`config.mk`:
```
export PLATFORM = sky130hd
export DESIGN_NAME = circuito_exp6
export DESIGN_NICKNAME = d
export VERILOG_FILES = /design/src/rtl/circuito_exp6.sv
export SDC_FILE = /design/constraint.sdc
export NUM_CORES = 1
export LEC_CHECK = 0
export CORE_UTILIZATION = 30
export CTS_CLUSTER_SIZE = 12
export DETAILED_ROUTE_END_ITERATION = 16
export PLACE_DENSITY = 0.45
export SLEW_MARGIN = 5
export SYNTH_ARGS = -nofsm -noshare
export SYNTH_HDL_FRONTEND = slang
export SYNTH_SLANG_ARGS = --single-unit
```
`constraint.sdc`:
```
create_clock -name clock -period 4.3 [get_ports clock]
set_input_delay 1.29 -clock clock [delete_from_list [all_inputs] [get_ports clock]]
set_output_delay 1.29 -clock clock [all_outputs]
set_load 0.01 [all_outputs]
```
`src/rtl/circuito_exp6.sv`:
```
// Simon-style memory game ("Genius"): shows a growing ROM sequence, then checks button plays.
// Optional live echo of the buttons on leds while waiting/comparing: CIRCUITO_EXP6_ECHO_LEDS_EN.
module circuito_exp6 #(
  parameter int SHOW_CYCLES    = 500,
  parameter int GAP_CYCLES     = 250,
  parameter int TIMEOUT_CYCLES = 5000
) (
  input  logic       clock,
  input  logic       reset,
  input  logic       jogar,
  input  logic [3:0] botoes,
  input  logic       dificuldade,
  input  logic       memoria,
  output logic       ganhou,
  output logic       perdeu,
  output logic       pronto,
  output logic       timeout,
  output logic [3:0] leds,
  output logic       db_igual,
  output logic [6:0] db_contagem,
  output logic [6:0] db_memoria,
  output logic [6:0] db_estado,
  output logic [6:0] db_jogadafeita,
  output logic       db_clock,
  output logic       db_iniciar,
  output logic       db_tem_jogada,
  output logic [6:0] db_seqCont,
  output logic       db_mostra_leds
);

  localparam int CW = 16;

  typedef enum logic [3:0] {
    S_INICIAL    = 4'h0,
    S_PREP       = 4'h1,
    S_MOSTRA     = 4'h2,
    S_INTERVALO  = 4'h3,
    S_PROX_LED   = 4'h4,
    S_ESPERA     = 4'h5,
    S_REGISTRA   = 4'h6,
    S_COMPARA    = 4'h7,
    S_PROX_JOG   = 4'h8,
    S_PROX_ROD   = 4'h9,
    S_GANHOU     = 4'hA,
    S_TIMEOUT    = 4'hD,
    S_PERDEU     = 4'hE
  } state_t;

  function automatic logic [3:0] f_rom(input logic bank, input logic [3:0] addr);
    logic [3:0] v;
    if (bank) begin
      v = 4'b0001 << addr[1:0];
    end else begin
      case (addr)
        4'h0: v = 4'd1;  4'h1: v = 4'd2;  4'h2: v = 4'd4;  4'h3: v = 4'd8;
        4'h4: v = 4'd4;  4'h5: v = 4'd2;  4'h6: v = 4'd1;  4'h7: v = 4'd1;
        4'h8: v = 4'd2;  4'h9: v = 4'd2;  4'hA: v = 4'd4;  4'hB: v = 4'd4;
        4'hC: v = 4'd8;  4'hD: v = 4'd8;  4'hE: v = 4'd1;  default: v = 4'd4;
      endcase
    end
    return v;
  endfunction

  // Segments ordered g..a, active-low.
  function automatic logic [6:0] f_hex7(input logic [3:0] d);
    logic [6:0] s;
    case (d)
      4'h0: s = 7'h3F;  4'h1: s = 7'h06;  4'h2: s = 7'h5B;  4'h3: s = 7'h4F;
      4'h4: s = 7'h66;  4'h5: s = 7'h6D;  4'h6: s = 7'h7D;  4'h7: s = 7'h07;
      4'h8: s = 7'h7F;  4'h9: s = 7'h6F;  4'hA: s = 7'h77;  4'hB: s = 7'h7C;
      4'hC: s = 7'h39;  4'hD: s = 7'h5E;  4'hE: s = 7'h79;  default: s = 7'h71;
    endcase
    return ~s;
  endfunction

  state_t          r_state, w_next;
  logic [3:0]      r_rodada, r_addr, r_jogada;
  logic            r_mem, r_dif, r_btn_q;
  logic [CW-1:0]   r_wait, r_tout;
  logic            w_tem_jogada, w_show_done, w_gap_done, w_tout_done;
  logic            w_igual, w_fim_seq, w_ultima;
  logic [3:0]      w_rom_data;

  assign w_tem_jogada = (|botoes) & ~r_btn_q;
  assign w_rom_data   = f_rom(r_mem, r_addr);
  assign w_igual      = (r_jogada == w_rom_data);
  assign w_fim_seq    = (r_addr == r_rodada);
  assign w_ultima     = (r_rodada == (r_dif ? 4'd15 : 4'd7));
  assign w_show_done  = (r_wait == CW'(SHOW_CYCLES - 1));
  assign w_gap_done   = (r_wait == CW'(GAP_CYCLES - 1));
  assign w_tout_done  = (r_tout == CW'(TIMEOUT_CYCLES - 1));

  always_ff @(posedge clock or negedge reset) begin
    if (!reset) r_state <= S_INICIAL;
    else        r_state <= w_next;
  end

  always_comb begin
    w_next = r_state;
    case (r_state)
      S_INICIAL:   if (jogar) w_next = S_PREP;
      S_PREP:      w_next = S_MOSTRA;
      S_MOSTRA:    if (w_show_done) w_next = S_INTERVALO;
      S_INTERVALO: if (w_gap_done) w_next = w_fim_seq ? S_ESPERA : S_PROX_LED;
      S_PROX_LED:  w_next = S_MOSTRA;
      S_ESPERA: begin
        if (w_tem_jogada)     w_next = S_REGISTRA;
        else if (w_tout_done) w_next = S_TIMEOUT;
      end
      S_REGISTRA:  w_next = S_COMPARA;
      S_COMPARA: begin
        if (!w_igual)                  w_next = S_PERDEU;
        else if (w_fim_seq && w_ultima) w_next = S_GANHOU;
        else if (w_fim_seq)            w_next = S_PROX_ROD;
        else                           w_next = S_PROX_JOG;
      end
      S_PROX_JOG:  w_next = S_ESPERA;
      S_PROX_ROD:  w_next = S_MOSTRA;
      S_GANHOU, S_PERDEU, S_TIMEOUT: if (jogar) w_next = S_PREP;
      default:     w_next = S_INICIAL;
    endcase
  end

  always_comb begin
    ganhou         = 1'b0;
    perdeu         = 1'b0;
    pronto         = 1'b0;
    timeout        = 1'b0;
    db_mostra_leds = 1'b0;
    leds           = 4'd0;
    case (r_state)
      S_MOSTRA: begin
        db_mostra_leds = 1'b1;
        leds           = w_rom_data;
      end
      S_INTERVALO, S_PROX_LED: db_mostra_leds = 1'b1;
`ifdef CIRCUITO_EXP6_ECHO_LEDS_EN
      S_ESPERA, S_REGISTRA, S_COMPARA: leds = botoes;
`else
      S_ESPERA, S_REGISTRA, S_COMPARA: leds = 4'd0;
`endif
      S_GANHOU: begin
        ganhou = 1'b1;
        pronto = 1'b1;
      end
      S_PERDEU: begin
        perdeu = 1'b1;
        pronto = 1'b1;
      end
      S_TIMEOUT: begin
        perdeu  = 1'b1;
        timeout = 1'b1;
        pronto  = 1'b1;
      end
      default: ;
    endcase
  end

  // Both counters restart whenever the FSM changes state, so each phase times from zero.
  always_ff @(posedge clock or negedge reset) begin
    if (!reset) begin
      r_wait <= '0;
      r_tout <= '0;
    end else begin
      if (r_state != w_next)                                r_wait <= '0;
      else if (r_state == S_MOSTRA || r_state == S_INTERVALO) r_wait <= r_wait + 1'b1;
      if (r_state != w_next)         r_tout <= '0;
      else if (r_state == S_ESPERA)  r_tout <= r_tout + 1'b1;
    end
  end

  // Plays are only captured while waiting, so presses during display leave r_jogada alone.
  always_ff @(posedge clock or negedge reset) begin
    if (!reset) begin
      r_rodada <= '0;
      r_addr   <= '0;
      r_jogada <= '0;
      r_mem    <= 1'b0;
      r_dif    <= 1'b0;
      r_btn_q  <= 1'b0;
    end else begin
      r_btn_q <= |botoes;
      case (r_state)
        S_PREP: begin
          r_rodada <= '0;
          r_addr   <= '0;
          r_jogada <= '0;
          r_mem    <= memoria;
          r_dif    <= dificuldade;
        end
        S_INTERVALO: if (w_gap_done && w_fim_seq) r_addr <= '0;
        S_PROX_LED, S_PROX_JOG: r_addr <= r_addr + 1'b1;
        S_ESPERA: if (w_tem_jogada) r_jogada <= botoes;
        S_PROX_ROD: begin
          r_rodada <= r_rodada + 1'b1;
          r_addr   <= '0;
        end
        default: ;
      endcase
    end
  end

  assign db_igual       = w_igual;
  assign db_contagem    = f_hex7(r_addr);
  assign db_memoria     = f_hex7(w_rom_data);
  assign db_estado      = f_hex7(r_state);
  assign db_jogadafeita = f_hex7(r_jogada);
  assign db_seqCont     = f_hex7(r_rodada);
  assign db_clock       = clock;
  assign db_iniciar     = jogar;
  assign db_tem_jogada  = w_tem_jogada;

endmodule

```
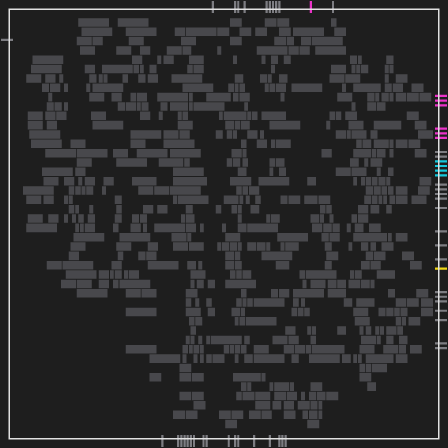
run_1/io_placement.png
Pins as bars across the die edge, other pins in gray.
- yellow: `dificuldade` (pins 1; direction input; edge east)
- cyan: `leds` (pins 4; direction output; edge east)
- magenta: `db_jogadafeita` (pins 7; direction output; edge 6 east, 1 north)

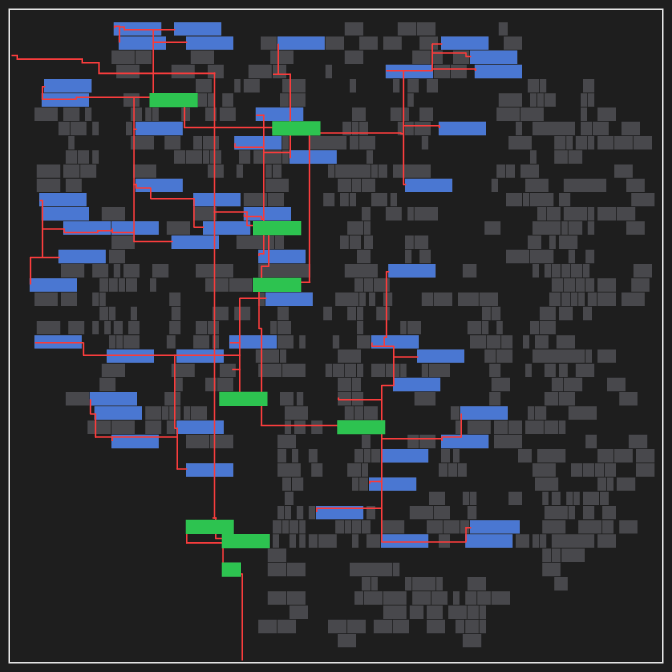
run_1/clk_routes.png
- green: clock drivers (count 9)
- red: clock wires (length 887 um)
- blue: flip-flops (count 51)
- flops lie: all over the die
clk_skew: 0.00611 ns
Clk. pwr: 571 uW

==> job_summary.md, run 1 <==
## PnR job results

| Metric | Value |
|---|---|
| Hold path startpoint | `r_dif` |
| Crit path to | `db_clock` |
| Tot Pwr | `2280 uW` |
| Tool warnings | `51` |
| Pin count of the biggest net entering global routing | `34` |
| Yosys chip area | `4510 um2` |
| Synth unique cells | `60` |
| Arrival time worst endpoint | `approximately 2.9 ns` |
| Initial core utilization | `30.9%` |
| Comb gate area | `3000 um2` |
| CP peak stage delay | `between 0.4 and 0.5 ns` |
| R2R setup slack | `approximately 1.0 ns` |
| Pwr Density | `407 nW/um2` |
| DRT Pass-1 Iters | `4` |
| I/O pin count | `about 57` |
| Achievable Freq | `between 200 and 250 MHz` |
| CP Launch Type | `clock port` |
| Syn. warnings | `0` |
| Leak | `0.00211 uW` |
| M2 GR Usage | `26.4%` |
| WS Path Type | `clk2out` |
| Synth Instances | `517` |
| Most used routing layer | `met2` |
| Layout cells sized above 1 | `15.5%` |
| CP top delay family | `buffers and inverters` |
| Sequential area share after synthesis | `~28%` |
| Routability cong. | `0.867` |
| Synth Area per Inst | `8.73 um2` |
| DR vias | `3949` |
| Worst reg2reg endpoint | `r_tout[1]` |
| Row cnt | `44` |
| CP endpoint kind | `primary output` |
| Register Area | `1280 um2` |
| Hold crit path type | `reg2reg` |
| Pins Over Slew Limit | `0` |
| Post-Syn Area | `4510 um2` |
| Total track usage | `15.8%` |
| Setup_tns | `0 ns` |
| Data required, critical path | `approximately 3 ns` |
| GRT met1 Usage | `20.3%` |
| Hold_buf cts | `0` |
| DRT iter0 DRCs | `226` |
| Area of the core | `~15000 um2` |
| Max-slew headroom | `47.0%` |
| Final Hold Vio Count | `0` |
| Final tally of setup violations | `0` |
| Worst Path Buf+Inv | `3` |
| Final WL | `11.9 mm` |
| Clk slew on worst S/H paths | `0.07 ns` |
| Via/cell ratio | `5.22` |
| I/O Buffers | `56` |
| Met3 GRT Util | `2.36%` |
| Vias in the first global route | `approximately 4000` |
| Worst-path fanout max | `2` |
| Worst R2R Path Depth | `11` |
| Inserted Diodes | `0` |
| First-pass GRT wire length | `between 20 and 25 mm` |
| RSZ-0062 raised after global routing | `false` |
| Setup crit start | `clock` |
| Tmin final | `between 4 and 5 ns` |
| Fin nets | `between 600 and 700` |
| TritonCTS clock tree | `done` |
| DR WL/cell | `15.8 um` |
| Height of the die | `125 um` |
| CP cell instances | `clkbuf_16 > clkbuf_16 > clkdlybuf4s50_1` |
| Antenna violations before repair | `0` |
| Status | `finished clean` |
| FFs w/ async S/R, synth | `100%` |
| Total grt overflow | `0` |
| Max-cap check violation count | `0` |
| DP Worst Slack | `0.177 ns` |
| Die x size | `125 um` |
| Worst vdd ir | `between 0.2 and 0.3 mV` |
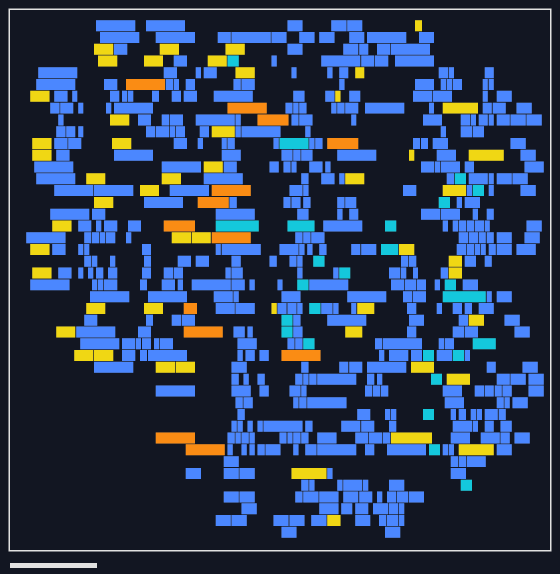
run_1/sizes.png
Scale bar: 20 um.
- orange: _6 and larger (cells 13; share 2.3%; most used clkbuf_16)
- yellow: _2 cells (cells 51; share 8.9%; most used nor4_2)
- blue: _0 and _1 cells (cells 484; share 84%)
- cyan: _3 and _4 cells (cells 25; share 4.4%; most used buf_4)
synthesis-to-layout area growth: 24.1%
setup ws final: 0.146 ns

==> run 1: Yosys cell counts, drive strengths merged (21+ instances only) <==
cell / count / area (um2)
inv: 27 / 101
nand2: 53 / 199
o21ai: 30 / 150
nor2: 42 / 158
xnor2: 23 / 220
ha: 32 / 400
dfrtp: 51 / 1280
nor4: 34 / 394
nand3: 21 / 105
==> run 1: repair_timing <==
| item | in CTS | in global routing |
|---|---|---|
| pin swaps | 0 | 2 |
| gates resized | 3 | 7 |
| endpoints found under the setup margin | 3 | 8 |
| setup buffers | 2 | 2 |
==> run 1: cells in the final DEF, fill, tap and decap left out, drive strengths merged, types with 9 or more instances in the layout <==
| cell type | n |
|---|---|
| xnor2 | 23 |
| and3 | 9 |
| nor3 | 15 |
| mux2i | 9 |
| dfrtp | 51 |
| buf | 22 |
| nor4 | 34 |
| nor2b | 12 |
| inv | 28 |
| o21ai | 30 |
| nand3 | 21 |
| clkdlybuf4s50 | 53 |
| nor2 | 42 |
| nand4 | 11 |
| ha | 32 |
| xor2 | 16 |
| a21oi | 16 |
| nand2 | 53 |
==> run 1: layout make-up <==
class,count,share of cell area (%)
multi-input combinational,407,53.6
sequential,51,22.8
timing repair buffer,76,13.5
tap,184,4.11
clock buffer,9,3.75
inverter,27,1.81
clock inverter,3,0.424
==> run 1: worst reg2reg max path, stage by stage, from the launching register on <==
cell and delay [ns]:
dfrtp_1 0.56, inv_1 0.12, ha_1 0.38, a21o_1 0.25, nand2_1 0.13, o21ai_0 0.13
a2111oi_0 0.44, o31ai_1 0.18, a211o_4 0.37, xnor2_4 0.18, buf_12 0.19, a2111oi_2 0.27
==> run 1: routing by layer <==
layer | vias to the layer above | part of all wire, %
li1 | 1955 | -
met4 | 0 | 1.4
met1 | 1900 | 47
met3 | 13 | 2.5
met2 | 81 | 49
met5 | - | 0
==> run 1: kinds of logic after synthesis <==
logic type | count (synthesis) | share of synthesized area, %
muxes | 16 | 4.82
AOI/OAI and AO/OA | 98 | 15.0
and+or+nand+nor | 222 | 29.2
DFF | 51 | 28.3
adders and majority gates | 32 | 8.87
xor gates and xnor gates | 39 | 7.98
buffers and inverters | 59 | 5.91
==> run 1: worst min path at each step <==
| stage | cells past startpoint | to | slack (ns) |
|---|---|---|---|
| 4_1_cts | 1 | r_dif | 0.55 |
| 6_report | 1 | r_dif | 0.54 |
| 3_5_place_dp | 1 | r_dif | 0.53 |
| 2_1_floorplan | 1 | r_dif | 0.50 |
| 3_3_place_gp | 1 | r_dif | 0.53 |
| 5_1_grt | 1 | r_dif | 0.56 |
==> run 1: per-stage QoR <==
stage,std cells,utilization [%],cell area [um2]
finish,757,38.4,5600
global route,757,38.4,5600
CTS,755,38.2,5570
detailed placement,742,36.5,5320
global placement,742,36.5,5320
floorplan,517,-,4510
==> run 1: flip-flops by register name (all words and copies together), names as in the netlist <==
| signal | count |
|---|---|
| r_wait | 16 |
| r_dif | 1 |
| r_state | 4 |
| r_addr | 4 |
| r_mem | 1 |
| r_btn_q | 1 |
| r_tout | 16 |
| r_rodada | 4 |
| r_jogada | 4 |
==> run 1: where the power goes <==
group	internal, uW	switching [uW]	total (uW)
registers	504	57.4	561
clock network	352	218	571
logic	442	704	1150
total	1300	980	2280
==> run 2, diff against run 1 <==
--- a/config.mk
+++ b/config.mk
@@ -5,9 +5,12 @@
 export SDC_FILE = /design/constraint.sdc
 export NUM_CORES = 1
 export LEC_CHECK = 0
+export CORE_ASPECT_RATIO = 0.5
+export CORE_MARGIN = 4
 export CORE_UTILIZATION = 30
 export CTS_CLUSTER_SIZE = 12
 export DETAILED_ROUTE_END_ITERATION = 16
+export MAX_ROUTING_LAYER = met4
 export PLACE_DENSITY = 0.45
 export SLEW_MARGIN = 5
 export SYNTH_ARGS = -nofsm -noshare
==> job_summary.md, run 2 <==
## PnR job results

| Metric | Value |
|---|---|
| CP cell instances | `ha_2 > mux2_4 > a32oi_4 > inv_1 > ha_1 > and2_1 > a21oi_1 > o22ai_1 > clkdlybuf4s50_1` |
| Top cells excl fill/tap | `clkdlybuf4s50_1, nand2_1, dfrtp_1` |
| Pin count of the biggest net entering global routing | `33 (-2.9%)` |
| DRT Pass-1 Iters | `4 (unchanged)` |
| Register Area | `1280 um2 (about the same)` |
| RSZ-0062 raised after global routing | `false` |
| Arrival time worst endpoint | `2.88 ns (+0.02 ns)` |
| Total track usage | `14.6% (-1.3 points)` |
| Setup ws final | `0.131 ns (-0.0148 ns)` |
| DRT iter0 DRCs | `317 (+40%)` |
| Data required, critical path | `3.01 ns (about the same)` |
| R2R setup slack | `1.16 ns (+0.14 ns)` |
| Clock power share | `25.9% (+0.8 points)` |
| Pwr Density | `399 nW/um2 (-1.9%)` |
| Worst Path Buf+Inv | `2 (-1)` |
| Routability cong. | `0.850 (-2.0%)` |
| Inserted Diodes | `0 (unchanged)` |
| FFs w/ async S/R, synth | `100% (unchanged)` |
| Sw frac | `43.2% (+0.20 points)` |
| DP Worst Slack | `0.168 ns (-0.00898 ns)` |
| Final WL | `11.8 mm (-1.1%)` |
| Vias in the first global route | `3777 (-6.3%)` |
| Sequential area share after synthesis | `28.3% (unchanged)` |
| Largest regs | `r_tout (16), r_wait (16)` |
| WS Path Type | `reg2out` |
| Hold crit path type | `reg2reg` |
| Most common cell in the netlist | `nand2_1` |
| Synth Instances | `517 (unchanged)` |
| Pint | `1260 uW (-2.7%)` |
| DR WL/cell | `15.4 um (-2.5%)` |
| Power share of the combinational group | `48.8% (-1.5 points)` |
| Total grt overflow | `0 (unchanged)` |
| Commonest cells in the netlist | `nand2_1, dfrtp_1, nor2_1` |
| Antenna violations before repair | `0 (unchanged)` |
| I/O pin count | `57 (unchanged)` |
| TritonCTS clock tree | `done` |
| Comb gate area | `3000 um2 (about the same)` |
| Synth Area per Inst | `8.73 um2 (unchanged)` |
| Tmin final | `4.17 ns (+0.0148 ns)` |
| Max-cap check violation count | `0 (unchanged)` |
| Area leader, netlist | `dfrtp_1` |
| Clk_skew | `0.00577 ns (-0.000337 ns)` |
| Final Hold Vio Count | `0 (unchanged)` |
| Setup_tns | `0 ns (unchanged)` |
| Fin nets | `610 (-0.49%)` |
| Final tally of setup violations | `0 (unchanged)` |
| Yosys chip area | `4510 um2 (unchanged)` |
| CP endpoint kind | `primary output` |
| Tool warnings | `51 (unchanged)` |
| Net switching power | `962 uW (-1.9%)` |
| Post-Syn Area | `4510 um2 (unchanged)` |
| Yosys top cell area share | `28.3% (unchanged)` |
| Synth unique cells | `60 (unchanged)` |
| Hold_buf cts | `0 (unchanged)` |
| Top cells, area | `dfrtp_1, ha_1, nor4_2` |
| Row cnt | `31 (-30%)` |
| Top cell excl fill/tap | `clkdlybuf4s50_1` |
| Status | `finished clean` |
| Height of the die | `94.7 um (-24%)` |
| First-pass GRT wire length | `19.8 mm (-2.1%)` |
| Initial core utilization | `30.9% (about the same)` |
| Via/cell ratio | `5.07 (-2.8%)` |
| Synthesis-to-layout area growth | `23.5%` |
| Syn. warnings | `0 (unchanged)` |
| Clk slew on worst S/H paths | `0.07 ns (about the same)` |
| I/O Buffers | `56 (unchanged)` |
| Die x size | `181 um (+46%)` |
| Tot Pwr | `2220 uW (-2.4%)` |
| Layout cells sized above 1 | `14.7% (-0.80 points)` |
| Worst vdd ir | `0.491 mV (+70%)` |
| CP peak stage delay | `0.48 ns (about the same)` |
## run 2: cell counts after synthesis
Identical to the previous run, type by type.
## run 2: power groups by stage
stage | clock (uW) | combinational, uW | sequential, uW
floorplan | 19.2 | 794 | 545
global placement | 23.7 | 1110 | 572
finish | 576 | 1090 | 563
detailed placement | 23.7 | 1100 | 570
global route | 616 | 1180 | 570
CTS | 601 | 1110 | 561
## run 2: cell families (layout without fill, tap and decap cells)
logic type / count (synthesis) / in the layout / synth area share [%]
and+or+nand+nor: 222 / 222 / 29.2
AOI/OAI and AO/OA: 98 / 98 / 15.0
buffers and inverters: 59 / 112 / 5.91
DFF: 51 / 51 / 28.3
xor gates and xnor gates: 39 / 39 / 7.98
adders and majority gates: 32 / 32 / 8.87
muxes: 16 / 16 / 4.82
## run 2: metal layers
metal	GRT usage [%]	vias to the layer above	wire length [um]
met3	3.19	11	419
met2	22.4	56	5390
met1	19.5	1871	5860
li1	-	1957	-
met4	4.18	0	150
met5	-	-	0
## run 2: worst register-to-register path, stage by stage, from the launching register on
cell and delay (ns):
dfrtp_1 0.53, inv_2 0.16, ha_1 0.34, nand2_1 0.33, nor3_1 0.15, a2111oi_0 0.39
o31ai_1 0.15, a211o_4 0.36, xnor2_4 0.15, buf_4 0.18, a2111oi_2 0.28
## run 2: final timing paths
kind	cells past startpoint	end	startpoint
setup / recovery	9	db_memoria[6]	r_addr[1]
hold / removal	1	r_dif	r_dif
setup reg to reg	10	r_tout[1]	r_state[0]
hold reg to reg	1	r_dif	r_dif
max in group asynchronous	2	r_addr[2]	reset
min in group asynchronous	1	r_tout[12]	reset
## run 2: layout make-up
cell class,count,share of cell area [%]
well taps,198,4.44
multi-input cells,407,53.8
flip-flops and latches,51,22.9
clock buffers,10,3.84
repair buffers,73,12.9
inverters,27,1.82
clock inverters,2,0.292
## run 2: what timing repair did
action / in CTS / in global routing
buffers inserted: 1 / 1
setup endpoints to repair: 6 / 8
gates resized: 5 / 4
pin swaps: 1 / 3
hold endpoints to repair: 0 / 0
## run 2: through the flow
| step | utilization (%) | hold slack [ns] | area, um2 | cells |
|---|---|---|---|---|
| after floorplan | - | 0.501 | 4510 | 517 |
| final | 38.2 | 0.544 | 5580 | 768 |
| after CTS | 38.1 | 0.546 | 5560 | 767 |
| after global routing | 38.2 | 0.559 | 5580 | 768 |
| after global placement | 36.5 | 0.517 | 5320 | 755 |
| after detailed placement | 36.5 | 0.528 | 5320 | 755 |
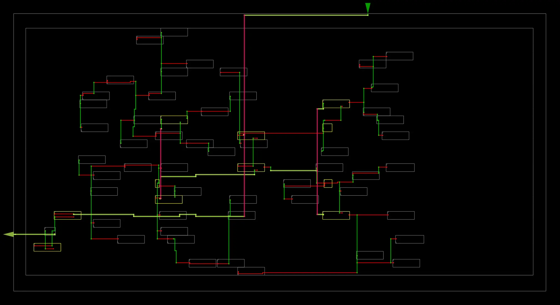
run_2/clocks.png
CLK BUF: 10
Seq cells: 51

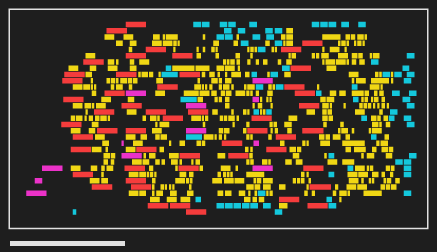
run_2/placement_by_type.png
Scale bar: 50 um.
- magenta: clock drivers and dummy loads (cells 12)
- red: flops (cells 51)
- yellow: combinational and other logic (cells 434)
- cyan: other buffers and delay cells (cells 73)
area of the core: 14600 um2
Seq area share: 22.9%

Power figures rest on the tool's default switching activity, not on a simulated workload.
